===== config.mk =====
export PLATFORM = sky130hd
export DESIGN_NAME = alu_cmd_driver
export DESIGN_NICKNAME = d
export VERILOG_FILES = /design/src/rtl/alu_cmd_driver.sv
export SDC_FILE = /design/constraint.sdc
export NUM_CORES = 1
export LEC_CHECK = 0
export ABC_AREA = 1
export ABC_CLOCK_PERIOD_IN_PS = 4250
export CAP_MARGIN = 20
export CELL_PAD_IN_SITES_DETAIL_PLACEMENT = 0
export CELL_PAD_IN_SITES_GLOBAL_PLACEMENT = 1
export CORE_ASPECT_RATIO = 0.75
export CORE_MARGIN = 3
export CORE_UTILIZATION = 25
export CTS_BUF_LIST = sky130_fd_sc_hd__clkbuf_16
export DETAILED_ROUTE_END_ITERATION = 16
export GPL_ROUTABILITY_DRIVEN = 0
export PLACE_DENSITY = 0.72
export SLEW_MARGIN = 20
export SYNTH_ARGS = -nofsm -noshare
export SYNTH_HDL_FRONTEND = slang
export SYNTH_SLANG_ARGS = --single-unit

===== constraint.sdc =====
create_clock -name clk -period 4.25 [get_ports clk]
set_input_delay 0.6375 -clock clk [delete_from_list [all_inputs] [get_ports clk]]
set_output_delay 0.6375 -clock clk [all_outputs]
set_load 0.02 [all_outputs]

===== src/rtl/alu_cmd_driver.sv =====
// Command driver for the 8-bit ALU: packs commands into the ALU instruction word,
// waits out the ALU latency, then holds the captured result until the consumer accepts it.
module alu_cmd_driver #(
    parameter int ALU_LATENCY = 1,
    parameter int MAX_OP      = 7
) (
    input  logic        clk,
    input  logic        rst,
    input  logic        cmd_valid,
    output logic        cmd_ready,
    input  logic [3:0]  cmd_op,
    input  logic [7:0]  cmd_a,
    input  logic [7:0]  cmd_b,
    output logic [19:0] alu_in,
    input  logic [15:0] alu_out,
    input  logic [7:0]  alu_flag,
    output logic        rsp_valid,
    input  logic        rsp_ready,
    output logic [3:0]  rsp_op,
    output logic [15:0] rsp_out,
    output logic [7:0]  rsp_flag,
    output logic        rsp_err,
    output logic        busy,
    output logic [15:0] op_count
);

    localparam int CW = (ALU_LATENCY < 2) ? 1 : $clog2(ALU_LATENCY + 1);

    typedef enum logic [1:0] {IDLE, WAIT, RESP} state_t;

    state_t        state;
    logic [CW-1:0] count;
    logic          illegal;

    // Opcodes past MAX_OP and divide-by-zero never reach the ALU.
    assign illegal = (int'(cmd_op) > MAX_OP) || (cmd_op == 4'd4 && cmd_b == 8'd0);

    always_ff @(posedge clk or posedge rst) begin
        if (rst) begin
            state     <= IDLE;
            count     <= '0;
            cmd_ready <= 1'b1;
            busy      <= 1'b0;
            alu_in    <= '0;
            rsp_valid <= 1'b0;
            rsp_op    <= '0;
            rsp_out   <= '0;
            rsp_flag  <= '0;
            rsp_err   <= 1'b0;
            op_count  <= '0;
        end else begin
            case (state)
                IDLE: begin
                    if (cmd_valid) begin
                        rsp_op    <= cmd_op;
                        cmd_ready <= 1'b0;
                        busy      <= 1'b1;
                        if (illegal) begin
                            rsp_err   <= 1'b1;
                            rsp_out   <= '0;
                            rsp_flag  <= '0;
                            rsp_valid <= 1'b1;
                            state     <= RESP;
                        end else begin
                            alu_in <= {cmd_op, cmd_a, cmd_b};
                            count  <= CW'(ALU_LATENCY);
                            state  <= WAIT;
                        end
                    end
                end
                WAIT: begin
                    count <= count - CW'(1);
                    if (count == CW'(1)) begin
                        rsp_out   <= alu_out;
                        rsp_flag  <= alu_flag;
                        rsp_err   <= 1'b0;
                        rsp_valid <= 1'b1;
                        state     <= RESP;
                    end
                end
                RESP: begin
                    // cmd_ready returns one edge after the handshake, so no back-to-back accept.
                    if (rsp_ready) begin
                        rsp_valid <= 1'b0;
                        op_count  <= op_count + 16'd1;
                        cmd_ready <= 1'b1;
                        busy      <= 1'b0;
                        state     <= IDLE;
                    end
                end
                default: begin
                    state     <= IDLE;
                    cmd_ready <= 1'b1;
                    busy      <= 1'b0;
                    rsp_valid <= 1'b0;
                end
            endcase
        end
    end

endmodule


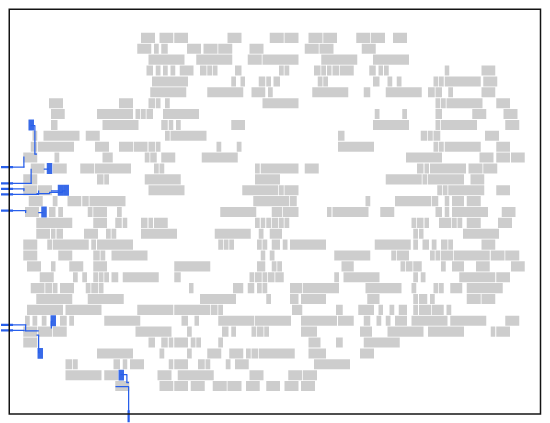
(images/io_fan.png)
(4 px per um)
port	color	bits	direction	end cells	buffers	wire
cmd_a	blue	8	input	8	8	81.4 um
Port-buffer cells: 115
IO Count: 116

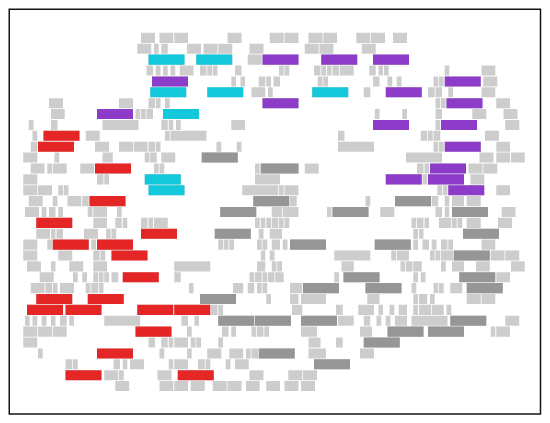
(images/flops_by_reg.png)
(4 px per um) Other sequential cells in the stronger gray, the rest of the logic in the fainter gray.
netlist name	color	placed flops
alu_in	red	20
rsp_flag	cyan	8
rsp_out	purple	16
not colored	27
seq pwr: 1.08 mW
final core utilization: 0.403
Register Area: 1780 um^2
sequential portion of the cell area: 0.390

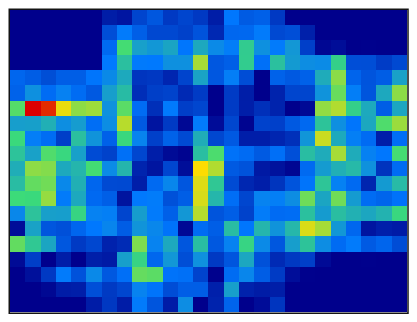
(images/metal_density.png)
(3 px per um) The die is cut into 26 by 20 equal tiles; dark blue is low, red is high, scaled to the fullest tile. Values are wire area over tile area, all layers added.
fullest tile	0.44
mean over tiles	0.096
nearly empty tiles	19%
tiles over half the peak	7.9%
emptiest ninth of the die	bottom right
final WL: 7780 um
Routed wire per std cell: 12.8 um

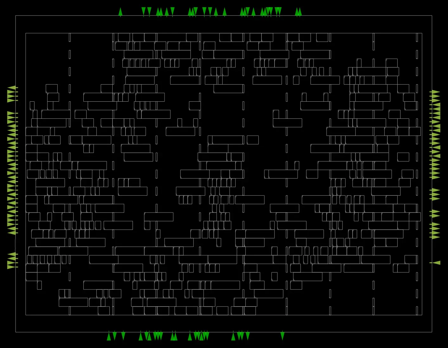
(images/placement.png)
FP Rows: 33
Fillers: 1148

-- logic make-up after synthesis --
| logic type | count (synthesis) | synth area share |
|---|---|---|
| AND/OR/NAND/NOR | 163 | 0.240 |
| multiplexers | 1 | 0.00376 |
| XOR/XNOR | 14 | 0.0409 |
| adder cells (fa/ha/maj) | 1 | 0.00417 |
| flip-flops | 71 | 0.593 |
| AND-OR/OR-AND | 28 | 0.0489 |
| buffers and inverters | 49 | 0.0685 |
-- synthesized netlist by cell type --
library cell,count
xor2_1,8
o21ai_2,1
nor2_1,12
buf_6,2
xnor2_1,6
nor2_4,3
nand3_1,30
inv_2,1
inv_1,37
a21oi_1,1
o21a_1,1
o21ai_1,5
nor2_2,2
buf_2,2
ha_1,1
nand2_1,106
dfstp_2,1
nor3_1,3
o21ai_0,20
buf_4,1
clkinv_1,1
clkbuf_1,5
dfrtp_1,70
nand4_1,5
mux2_2,1
nand3_4,2
-- worst max path at each step --
stage / endpoint / slack [ns] / cells past startpoint
floorplan: alu_in[0] / 1.82 / 1
global placement: rsp_err / 1.66 / 8
detailed placement: rsp_out[3] / 1.60 / 8
CTS: rsp_out[6] / 1.95 / 8
global route: rsp_out[14] / 1.81 / 8
finish: rsp_out[6] / 1.99 / 8
-- power by group --
group / internal, mW / leakage (nW) / switching, mW
sequential: 0.916 / 0.917 / 0.160
clock: 0.383 / 0.124 / 0.273
combinational: 0.565 / 1.14 / 0.722
-- per-stage QoR --
step	cells	util	total power [mW]
6_report	606	0.403	3.02
5_1_grt	606	0.403	3.24
4_1_cts	606	0.403	3.08
3_5_place_dp	591	0.380	2.39
3_3_place_gp	591	0.380	2.37
2_1_floorplan	327	-	1.79
-- cell type report --
class                      instances  area share
clock buffer                       9      0.0495
sequential                        71       0.390
multi-input combinational        207       0.223
clock inverter                     6     0.00632
timing repair buffer             117       0.256
tap                              157      0.0431
inverter                          39      0.0321
-- state kept, by name, indices dropped and copies added (netlist names), 2 cells and up --
register,count
rsp_flag,8
rsp_out,16
state,2
alu_in,20
rsp_op,4
op_count,16
-- routing by layer --
| layer | vias up | part of all wire | track usage |
|---|---|---|---|
| li1 | 1265 | - | - |
| met1 | 1138 | 0.46 | 0.155 |
| met4 | 0 | 0.014 | 0.0407 |
| met3 | 11 | 0.10 | 0.0639 |
| met5 | - | 0 | 0 |
| met2 | 89 | 0.43 | 0.185 |
-- worst register-to-register path, cell delays in order, from the launching register on --
cell and delay [ns]:
dfrtp_1 0.51, nor2_2 0.09, nand2_1 0.10, o21ai_2 0.09
nor2_4 0.50, nand3_4 0.36, nand2_1 0.15, nand2_1 0.08
==> results.ini <==
[routing]
final_antenna_net_count = 0

[job]
cap_viol_max_count = 0

[synthesis]
synth.yosys.chip_area_um2 = 3000
topCellsByArea = dfrtp_1, nand2_1, nand3_1
synthesis.nets = 376

[layout]
final_area_um2 = 4550
lay_top_count = clkdlybuf4s50_1
final_layout_top_logic_cells = clkdlybuf4s50_1, nand2_1, dfrtp_1, inv_1, nand3_1
area_growth_pct = 52.0
diodes = 0

[clocking]
h-tree-depth = 3
clock_sinks = 71

[sta]
final-hold-violation-count = 0
setup_viol = 0
fin_skew_ns = 0.00632
slew_headroom = 0.520
fmax_mhz = 442

[hold_path]
hold_path_depth = 2

[status]
status = finished, final reports clean

[power]
peakVddDrop_mv = 0.227

[setup_path]
crit_start = cmd_valid

[grt]
grt_pass1_vias = 2567

No activity file was given, so power comes from the tool's default toggle rates.
